===== src/rtl/ni_mode_sequencer_pkg.sv =====
// Shared NI mode-sequencer definitions: mode index constants, index-width
// helper and per-mode dwell field extraction.
package ni_mode_sequencer_pkg;

  localparam int MAX_MODES   = 16;
  localparam int MAX_DWELL_W = 16;
  localparam int MAX_CFG_W   = MAX_MODES * MAX_DWELL_W;

  localparam logic [3:0] MODE_0  = 4'd0;
  localparam logic [3:0] MODE_1  = 4'd1;
  localparam logic [3:0] MODE_2  = 4'd2;
  localparam logic [3:0] MODE_3  = 4'd3;
  localparam logic [3:0] MODE_4  = 4'd4;
  localparam logic [3:0] MODE_5  = 4'd5;
  localparam logic [3:0] MODE_6  = 4'd6;
  localparam logic [3:0] MODE_7  = 4'd7;
  localparam logic [3:0] MODE_8  = 4'd8;
  localparam logic [3:0] MODE_9  = 4'd9;
  localparam logic [3:0] MODE_10 = 4'd10;
  localparam logic [3:0] MODE_11 = 4'd11;
  localparam logic [3:0] MODE_12 = 4'd12;
  localparam logic [3:0] MODE_13 = 4'd13;
  localparam logic [3:0] MODE_14 = 4'd14;
  localparam logic [3:0] MODE_15 = 4'd15;

  typedef logic [MAX_CFG_W-1:0]   dwell_cfg_t;
  typedef logic [MAX_DWELL_W-1:0] dwell_t;

  // Width of a mode index; a two-mode sequencer still needs one bit.
  function automatic int idx_width(input int num_modes);
    int w;
    w = 1;
    for (int i = 1; i < 31; i++)
      if ((1 << i) < num_modes) w = i + 1;
    return w;
  endfunction

  // Field k of a packed dwell configuration with w-bit fields.
  function automatic dwell_t dwell_field(input dwell_cfg_t cfg, input int k, input int w);
    dwell_t mask;
    mask = dwell_t'((32'd1 << w) - 32'd1);
    return dwell_t'(cfg >> (k * w)) & mask;
  endfunction

endpackage


===== src/rtl/ni_dwell_counter.sv =====
// Dwell counter for the NI mode sequencer: counts active ticks spent in the
// current mode and flags expiry once the count reaches the live limit.
module ni_dwell_counter #(
  parameter int DWELL_W = 4
) (
  input  logic               clk,
  input  logic               reset,
  input  logic               tick,
  input  logic               clear,
  input  logic [DWELL_W-1:0] limit,
  output logic               expire
);

  logic [DWELL_W-1:0] count;

  function automatic logic [DWELL_W-1:0] sat_inc(input logic [DWELL_W-1:0] v);
    return (&v) ? v : v + DWELL_W'(1);
  endfunction

  // >= so that a limit lowered below the running count expires on the next tick
  assign expire = (count >= limit);

  always_ff @(posedge clk or posedge reset) begin
    if (reset) begin
      count <= '0;
    end else if (tick) begin
      if (clear || expire) count <= '0;
      else                 count <= sat_inc(count);
    end
  end

endmodule


===== src/rtl/ni_mode_sequencer.sv =====
// Round-robin NI mode sequencer: steps through NUM_MODES modes on the
// divided-clock tick with per-mode dwell, force-mode handshake and freeze.
module ni_mode_sequencer
  import ni_mode_sequencer_pkg::*;
#(
  parameter  int NUM_MODES = 2,
  parameter  int DWELL_W   = 4,
  localparam int IDX_W     = idx_width(NUM_MODES)
) (
  input  logic                         clk,
  input  logic                         reset,
  input  logic                         sync_tick,
  input  logic                         enable,
  input  logic [NUM_MODES*DWELL_W-1:0] dwell_cfg,
  input  logic                         force_valid,
  input  logic [IDX_W-1:0]             force_mode,
  output logic                         force_ready,
  output logic [IDX_W-1:0]             mode_idx,
  output logic [NUM_MODES-1:0]         mode_onehot,
  output logic                         mode_lsb,
  output logic                         mode_chg,
  output logic                         err_bad_mode
);

  logic               active;
  logic               accept;
  logic               legal;
  logic               restart;
  logic               expire;
  logic [DWELL_W-1:0] limit;
  logic [IDX_W-1:0]   next_idx;
  dwell_cfg_t         cfg_ext;

  assign active      = sync_tick & enable;
  assign force_ready = active;
  assign accept      = force_valid & active;
  assign legal       = ({1'b0, force_mode} < (IDX_W+1)'(NUM_MODES));
  assign restart     = accept & legal;

  assign cfg_ext = dwell_cfg_t'(dwell_cfg);
  assign limit   = DWELL_W'(dwell_field(cfg_ext, int'(mode_idx), DWELL_W));

  ni_dwell_counter #(
    .DWELL_W (DWELL_W)
  ) u_dwell (
    .clk    (clk),
    .reset  (reset),
    .tick   (active),
    .clear  (restart),
    .limit  (limit),
    .expire (expire)
  );

  // An illegal force is consumed but leaves the natural advance untouched.
  always_comb begin
    next_idx = mode_idx;
    if (restart)
      next_idx = force_mode;
    else if (expire)
      next_idx = (mode_idx == IDX_W'(NUM_MODES-1)) ? '0 : mode_idx + IDX_W'(1);
  end

  always_ff @(posedge clk or posedge reset) begin
    if (reset) begin
      mode_idx     <= IDX_W'(MODE_0);
      mode_onehot  <= NUM_MODES'(1);
      mode_chg     <= 1'b0;
      err_bad_mode <= 1'b0;
    end else begin
      mode_chg <= 1'b0;
      if (active) begin
        mode_idx    <= next_idx;
        mode_onehot <= NUM_MODES'(1) << next_idx;
        mode_chg    <= (next_idx != mode_idx);
        if (accept && !legal) err_bad_mode <= 1'b1;
      end
    end
  end

  assign mode_lsb = mode_idx[0];

endmodule


===== config.mk =====
export PLATFORM = sky130hd
export DESIGN_NAME = ni_mode_sequencer
export DESIGN_NICKNAME = d
export VERILOG_FILES = /design/src/rtl/ni_mode_sequencer_pkg.sv /design/src/rtl/ni_dwell_counter.sv /design/src/rtl/ni_mode_sequencer.sv
export SDC_FILE = /design/constraint.sdc
export NUM_CORES = 1
export LEC_CHECK = 0
export CAP_MARGIN = 20
export CORE_MARGIN = 3
export CORE_UTILIZATION = 46
export DETAILED_ROUTE_END_ITERATION = 10
export PLACE_DENSITY = 0.9
export SLEW_MARGIN = 20
export SYNTH_ARGS = -nofsm -noshare
export SYNTH_HDL_FRONTEND = slang
export SYNTH_SLANG_ARGS = --single-unit

===== constraint.sdc =====
create_clock -name clk -period 4 [get_ports clk]
set_input_delay 0.8 -clock clk [delete_from_list [all_inputs] [get_ports clk]]
set_output_delay 0.8 -clock clk [all_outputs]
set_load 0.05 [all_outputs]

Cell classes on the final placement:
Bar = 10 um.
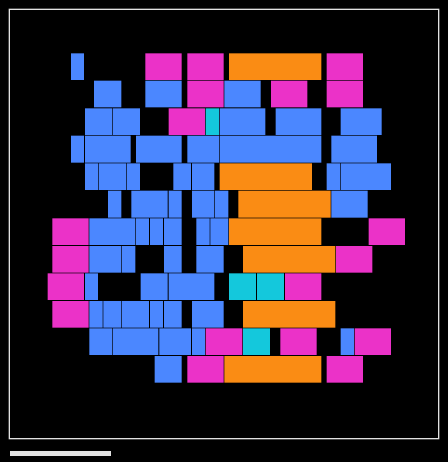
Key: cyan = clock drivers and dummy loads [cells 4, share of their area 3.3%]; blue = all other logic [cells 53, share of their area 50%]; orange = flip-flops [cells 7, share of their area 22%]; magenta = other buffers and delay cells [cells 19, share of their area 24%]
core occupancy in the finished layout: 0.692
placeable core region: 1170 um2
register fraction of the total cell area: 0.218
final instance area: 811 um2

Clock distribution:
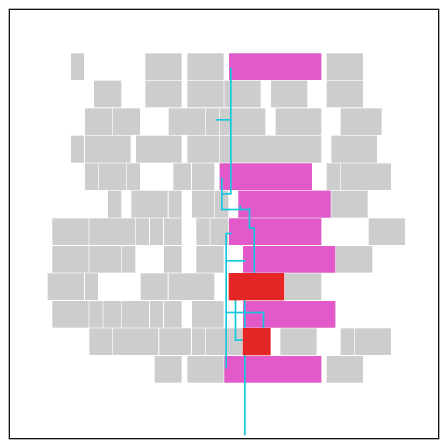
Key: cyan = clock wires [length 76.9 um]; red = cells driving clock nets [count 3]; magenta = flip-flops [count 7]
There are 4 routed clock nets.
clk_skew: 0.00527 ns
Clock group: 0.0608 mW
clock network fraction of design power: 0.112

Congestion heat map:
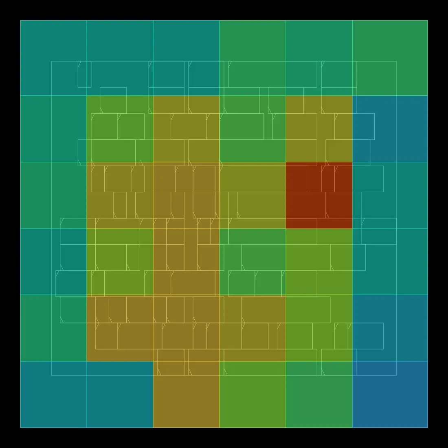
Total Routing Usage GR: 0.141
met3 usage in global routing: 0.00429
detailed-route wire length per cell: 12.4 um
met2 Use GR: 0.264
most heavily used metal layer in global routing: met2

Power grid:
Pins as bars on the die edge. Tap cells in grey.
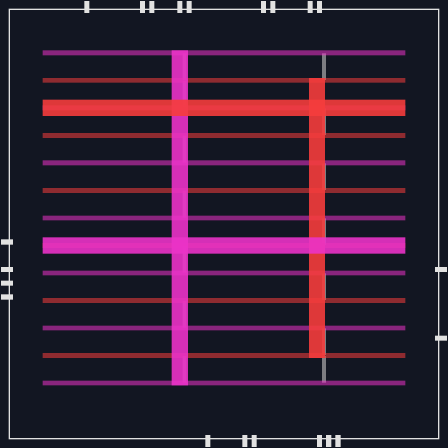
Key: red = VDD; magenta = VSS
The core has 12 rows. 13 met1 rails follow the rows. 14 tap cells. 2 straps on met4.
height of the chip: 42.3 um
worst ir drop on vdd: 0.343 mV
Horiz. Die Dim: 42.3 um

M2 wires:
Bar = 10 um.
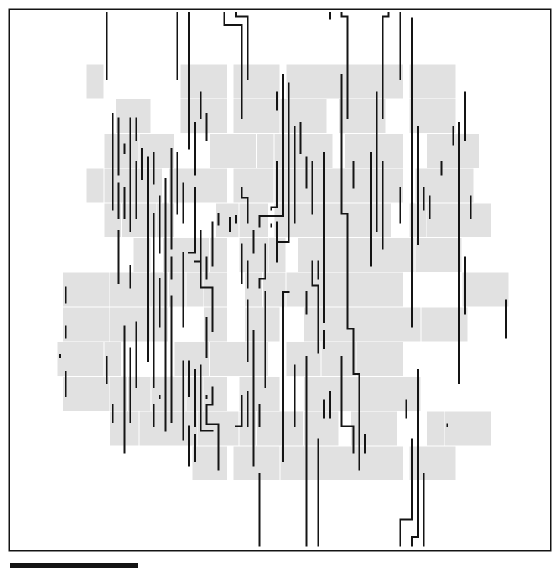
87 nets have wire on it. The layer holds 53% of the routed length. The layer carries 638 um of wire.
total length of routed wires: 1.20 mm
Vias: 528

[state kept, by name (all words and copies together) (netlist names)]
name / flops
mode_idx: 1
mode_chg: 1
mode_onehot: 1
u_dwell.count: 4
[stage by stage]
step	utilization	power [mW]	instances	hold slack (ns)	setup WS, ns
floorplan	-	0.407	65	0.531	1.30
global placement	0.670	0.475	93	0.569	0.742
detailed placement	0.670	0.486	93	0.581	0.716
CTS	0.692	0.545	97	0.588	0.715
global route	0.692	0.579	97	0.628	0.637
finish	0.692	0.544	97	0.594	0.712
[logic make-up after synthesis]
kind of cell	share of synthesized area
AOI/OAI and AO/OA	0.239
and+or+nand+nor	0.192
muxes	0.0680
adders and majority gates	0.103
buffers and inverters	0.0866
other	0.00618
xor gates and xnor gates	0.0144
DFF	0.291
==> results.toml <==
# synthesis and place-and-route metrics
[run_status]
status = "complete, no violations"

[power_and_ir_drop]
intPower_mw = 0.280
comb-power_mw = 0.339

[layout]
fillerInstances = 89
buffer_area_frac = 0.235
most-common-layout-cells = "sky130_fd_sc_hd__clkdlybuf4s50_1, sky130_fd_sc_hd__nand2_1, sky130_fd_sc_hd__inv_1, sky130_fd_sc_hd__dfrtp_1"

[worst_setup_path]
worst_setup_path_endpoint = "force_ready"
critical-path-slowest-cell = "sky130_fd_sc_hd__clkdlybuf4s50_1"
r2r_start = "mode_idx"

[timing]
tightestPinTransition_ns = 0.545
totalNegativeSetupSlack_ns = 0
relSlewSlack = 0.637
rsz0062_at_grt = "false"

[min_path]
whs_path_depth = 2

[global_routing]
grt_remaining_overflow = 0
initial_antenna_violation_count = 0

[clock_network]
tritoncts_clock_tree = "built"
clock-root-buffer = "sky130_fd_sc_hd__clkbuf_4"

[synthesis]
synth-cells-yosys = 65
synth_largest_type_area_fraction = 0.247

[floorplan]
die_area_um2 = 1790

[route]
met3WireLength_um = 33
Power figures rest on the tool's default switching activity, not on a simulated workload.
